<file path="src/rtl/j1_boot_loader_if.sv">
// j1_boot_loader_if: byte stream in, instruction RAM write port
// and core control out, grouped for the boot loader.
interface j1_boot_loader_if #(
    parameter int ADDR_WIDTH = 13
) ();
    logic [7:0]            rx_data;
    logic                  rx_valid;
    logic                  rx_ready;
    logic                  prog_write_enable;
    logic [ADDR_WIDTH-1:0] prog_address;
    logic [15:0]           prog_data;
    logic                  core_active_low_reset;
    logic                  boot_done;
    logic                  boot_error;

    modport master (
        output rx_data,
        output rx_valid,
        input  rx_ready,
        input  prog_write_enable,
        input  prog_address,
        input  prog_data,
        input  core_active_low_reset,
        input  boot_done,
        input  boot_error
    );

    modport slave (
        input  rx_data,
        input  rx_valid,
        output rx_ready,
        output prog_write_enable,
        output prog_address,
        output prog_data,
        output core_active_low_reset,
        output boot_done,
        output boot_error
    );
endinterface

</file>
<file path="src/rtl/j1_boot_loader.sv">
// j1_boot_loader: decodes a checksummed byte frame into 16-bit words,
// writes them to instruction RAM and releases the j1 core on success.
module j1_boot_loader #(
    parameter int          ADDR_WIDTH     = 13,
    parameter int          MAX_WORDS      = 8192,
    parameter logic [7:0]  SYNC_BYTE      = 8'hA5,
    parameter int          TIMEOUT_CYCLES = 1000000
) (
    input logic            clock,
    input logic            reset,
    j1_boot_loader_if.slave bus
);
    localparam logic [2:0] S_IDLE    = 3'd0;
    localparam logic [2:0] S_CNT_LO  = 3'd1;
    localparam logic [2:0] S_CNT_HI  = 3'd2;
    localparam logic [2:0] S_DATA_LO = 3'd3;
    localparam logic [2:0] S_DATA_HI = 3'd4;
    localparam logic [2:0] S_CHECK   = 3'd5;
    localparam logic [2:0] S_RUN     = 3'd6;
    localparam logic [2:0] S_ERROR   = 3'd7;

    localparam int TW = (TIMEOUT_CYCLES > 1) ? $clog2(TIMEOUT_CYCLES) : 1;
    localparam logic [TW-1:0] TMO_LAST =
        TW'((TIMEOUT_CYCLES > 0) ? TIMEOUT_CYCLES - 1 : 0);

    logic [2:0]            state_q, state_d;
    logic [7:0]            sum_q, sum_d;
    logic [7:0]            lo_q, lo_d;
    logic [7:0]            cnt_lo_q, cnt_lo_d;
    logic [15:0]           n_q, n_d;
    logic [ADDR_WIDTH:0]   idx_q, idx_d;
    logic [TW-1:0]         tmo_q, tmo_d;
    logic                  ready_q;
    logic                  we_q, we_d;
    logic [ADDR_WIDTH-1:0] addr_q, addr_d;
    logic [15:0]           data_q, data_d;
    logic                  run_q, run_d;
    logic                  err_q, err_d;

    logic                  accept;
    logic                  is_sync;
    logic                  last_word;
    logic                  in_frame;
    logic [15:0]           n_rx;

    assign accept    = bus.rx_valid & ready_q;
    assign is_sync   = (bus.rx_data == SYNC_BYTE);
    assign last_word = (32'(idx_q) + 32'd1 == 32'(n_q));
    assign n_rx      = {bus.rx_data, cnt_lo_q};
    assign in_frame  = (state_q == S_CNT_LO) || (state_q == S_CNT_HI) ||
                       (state_q == S_DATA_LO) || (state_q == S_DATA_HI) ||
                       (state_q == S_CHECK);

    assign bus.rx_ready              = ready_q;
    assign bus.prog_write_enable     = we_q;
    assign bus.prog_address          = addr_q;
    assign bus.prog_data             = data_q;
    assign bus.core_active_low_reset = run_q;
    assign bus.boot_done             = run_q;
    assign bus.boot_error            = err_q;

    // Frame decoder, RAM write generation and inter-byte timeout
    always_comb begin
        state_d  = state_q;
        sum_d    = sum_q;
        lo_d     = lo_q;
        cnt_lo_d = cnt_lo_q;
        n_d      = n_q;
        idx_d    = idx_q;
        tmo_d    = tmo_q;
        we_d     = 1'b0;
        addr_d   = addr_q;
        data_d   = data_q;
        run_d    = run_q;
        err_d    = err_q;

        case (state_q)
            S_IDLE, S_ERROR: begin
                if (accept && is_sync) begin
                    state_d = S_CNT_LO;
                    sum_d   = 8'h00;
                    err_d   = 1'b0;
                end
            end
            S_CNT_LO: begin
                if (accept) begin
                    cnt_lo_d = bus.rx_data;
                    state_d  = S_CNT_HI;
                end
            end
            S_CNT_HI: begin
                if (accept) begin
                    n_d   = n_rx;
                    idx_d = '0;
                    if (n_rx == 16'd0 || 32'(n_rx) > 32'(MAX_WORDS)) begin
                        state_d = S_ERROR;
                        err_d   = 1'b1;
                    end else begin
                        state_d = S_DATA_LO;
                    end
                end
            end
            S_DATA_LO: begin
                if (accept) begin
                    lo_d    = bus.rx_data;
                    sum_d   = sum_q + bus.rx_data;
                    state_d = S_DATA_HI;
                end
            end
            S_DATA_HI: begin
                if (accept) begin
                    sum_d   = sum_q + bus.rx_data;
                    we_d    = 1'b1;
                    addr_d  = idx_q[ADDR_WIDTH-1:0];
                    data_d  = {bus.rx_data, lo_q};
                    idx_d   = idx_q + 1'b1;
                    state_d = last_word ? S_CHECK : S_DATA_LO;
                end
            end
            S_CHECK: begin
                if (accept) begin
                    if (bus.rx_data == sum_q) begin
                        state_d = S_RUN;
                        run_d   = 1'b1;
                    end else begin
                        state_d = S_ERROR;
                        err_d   = 1'b1;
                    end
                end
            end
            S_RUN: begin
                state_d = S_RUN;
            end
            default: begin
                state_d = S_IDLE;
            end
        endcase

        // An accepted byte always beats the timeout on the same cycle.
        if (!in_frame || accept) begin
            tmo_d = '0;
        end else if (TIMEOUT_CYCLES != 0) begin
            if (tmo_q == TMO_LAST) begin
                tmo_d   = '0;
                state_d = S_ERROR;
                err_d   = 1'b1;
            end else begin
                tmo_d = tmo_q + 1'b1;
            end
        end
    end

    // State and output registers
    always_ff @(posedge clock or posedge reset) begin
        if (reset) begin
            state_q  <= S_IDLE;
            sum_q    <= '0;
            lo_q     <= '0;
            cnt_lo_q <= '0;
            n_q      <= '0;
            idx_q    <= '0;
            tmo_q    <= '0;
            ready_q  <= 1'b0;
            we_q     <= 1'b0;
            addr_q   <= '0;
            data_q   <= '0;
            run_q    <= 1'b0;
            err_q    <= 1'b0;
        end else begin
            state_q  <= state_d;
            sum_q    <= sum_d;
            lo_q     <= lo_d;
            cnt_lo_q <= cnt_lo_d;
            n_q      <= n_d;
            idx_q    <= idx_d;
            tmo_q    <= tmo_d;
            ready_q  <= 1'b1;
            we_q     <= we_d;
            addr_q   <= addr_d;
            data_q   <= data_d;
            run_q    <= run_d;
            err_q    <= err_d;
        end
    end
endmodule

</file>
<file path="src/flat_wrapper.sv">
// flat-port wrapper written by rule: the top's interface ports become plain ports
module j1_boot_loader_flat 
#(
    parameter int          ADDR_WIDTH     = 13,
    parameter int          MAX_WORDS      = 8192,
    parameter logic [7:0]  SYNC_BYTE      = 8'hA5,
    parameter int          TIMEOUT_CYCLES = 1000000
)
  (clock, reset, bus_rx_data, bus_rx_valid, bus_rx_ready, bus_prog_write_enable, bus_prog_address, bus_prog_data, bus_core_active_low_reset, bus_boot_done, bus_boot_error);
  j1_boot_loader_if #(.ADDR_WIDTH(ADDR_WIDTH)) bus_i ();
  input logic clock;
  input logic reset;
  input wire logic [$bits(bus_i.rx_data)-1:0] bus_rx_data;
  input wire logic [$bits(bus_i.rx_valid)-1:0] bus_rx_valid;
  output wire logic [$bits(bus_i.rx_ready)-1:0] bus_rx_ready;
  output wire logic [$bits(bus_i.prog_write_enable)-1:0] bus_prog_write_enable;
  output wire logic [$bits(bus_i.prog_address)-1:0] bus_prog_address;
  output wire logic [$bits(bus_i.prog_data)-1:0] bus_prog_data;
  output wire logic [$bits(bus_i.core_active_low_reset)-1:0] bus_core_active_low_reset;
  output wire logic [$bits(bus_i.boot_done)-1:0] bus_boot_done;
  output wire logic [$bits(bus_i.boot_error)-1:0] bus_boot_error;
  assign bus_i.rx_data = bus_rx_data;
  assign bus_i.rx_valid = bus_rx_valid;
  assign bus_rx_ready = bus_i.rx_ready;
  assign bus_prog_write_enable = bus_i.prog_write_enable;
  assign bus_prog_address = bus_i.prog_address;
  assign bus_prog_data = bus_i.prog_data;
  assign bus_core_active_low_reset = bus_i.core_active_low_reset;
  assign bus_boot_done = bus_i.boot_done;
  assign bus_boot_error = bus_i.boot_error;
  j1_boot_loader #(.ADDR_WIDTH(ADDR_WIDTH), .MAX_WORDS(MAX_WORDS), .SYNC_BYTE(SYNC_BYTE), .TIMEOUT_CYCLES(TIMEOUT_CYCLES)) u_core (.clock(clock), .reset(reset), .bus(bus_i));
endmodule
</file>
<file path="config.mk">
export PLATFORM = sky130hd
export DESIGN_NAME = j1_boot_loader_flat
export DESIGN_NICKNAME = d
export VERILOG_FILES = /design/src/rtl/j1_boot_loader_if.sv /design/src/rtl/j1_boot_loader.sv /design/src/flat_wrapper.sv
export SDC_FILE = /design/constraint.sdc
export NUM_CORES = 1
export LEC_CHECK = 0
export CORE_UTILIZATION = 53
export CTS_CLUSTER_DIAMETER = 60
export CTS_CLUSTER_SIZE = 28
export DETAILED_ROUTE_END_ITERATION = 8
export GPL_TIMING_DRIVEN = 0
export PLACE_DENSITY = 0.77
export SLEW_MARGIN = 30
export SYNTH_ARGS = -nofsm -noshare
export SYNTH_HDL_FRONTEND = slang
export SYNTH_SLANG_ARGS = --single-unit
export TNS_END_PERCENT = 100
</file>
<file path="constraint.sdc">
create_clock -name clock -period 3.7 [get_ports clock]
set_clock_uncertainty 0.05 [all_clocks]
set_input_delay 0.925 -clock clock [delete_from_list [all_inputs] [get_ports clock]]
set_output_delay 0.925 -clock clock [all_outputs]
set_load 0.03 [all_outputs]
</file>
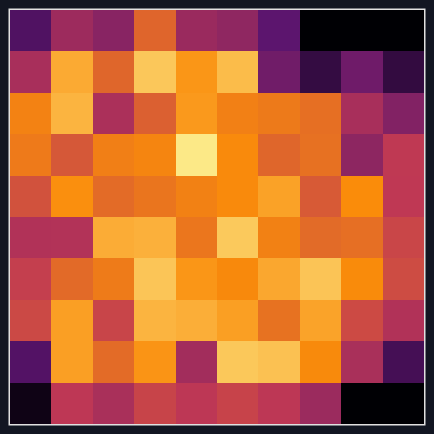
(images/density.png)
Scale: 4 px per µm. The die is cut into 10 by 10 equal tiles; black is low, pale yellow is high, 0 to 100% covered.
nearly empty tiles: 5.0%
densest ninth of the die: middle
fullest tile: 95%
tiles over 75% full: 25%

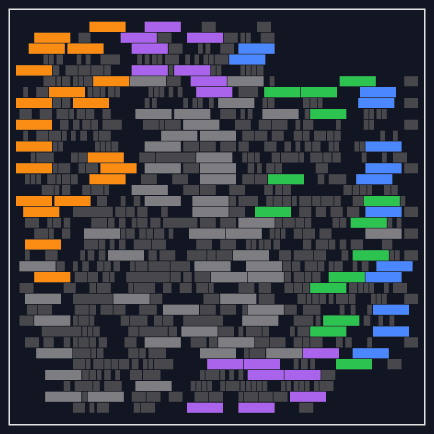
(images/registers.png)
Scale: 4 px per µm. Other sequential cells in the stronger grey, the rest of the logic in the fainter grey.
legend:
  u_core.bus.prog_data:
    colour: purple
    placed_flops: 16
  u_core.tmo_q:
    colour: orange
    placed_flops: 20
  u_core.idx_q:
    colour: green
    placed_flops: 14
  u_core.bus.prog_address:
    colour: blue
    placed_flops: 13
not coloured: 47
register area: 2750 µm²
Post-Route Utilization: 0.646
Seq power: 1.54 mW
sequential cell area share: 0.432

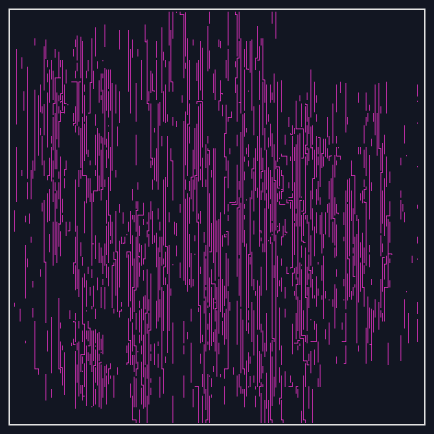
(images/met2.png)
Scale: 4 px per µm.
nets with wire on the layer: 541
longest straight run: 39.8 µm
share of all routed wire: 50%
main direction: vertical
DR vias: 4,249
met2 Track Usage GR: 0.412

==> job_summary.md <==
### Flow metrics

| Metric | Value |
|---|---|
| Status | finished, final reports clean |
| Seq pwr share | 0.493 |
| Crit path DAT | 3.40 ns |
| MI comb cells | 408 |
| Met2 WL | 6010 µm |
| IO buf count | 43 |
| First-pass GRT wire length | 20,600 µm |
| Pre-antenna DRT Iters | 4 |
| Switching Share | 0.327 |
| Post-route cell area | 6380 µm² |
| CP bufs+invs | 1 |
| Synth warn | 0 |
| Layout cells sized above 1 | 0.129 |
| Adder Area Share | 0.0261 |
| Largest reg by FF count | u_core.tmo_q |
| Width of the die | 104 µm |
| Worst rel slew slack | 0.393 |
| Critical path depth | 8 |
| Slew Viols, Final | 0 |
| Worst hold path type | flop to flop |
| Total Wirelength | 12,000 µm |
| CP required | 3.93 ns |
| Largest net degree at the start of global routing | 25 |
| Largest class | registers |
| P_int | 2.10 mW |
Power is estimated from default activity; no workload was simulated.
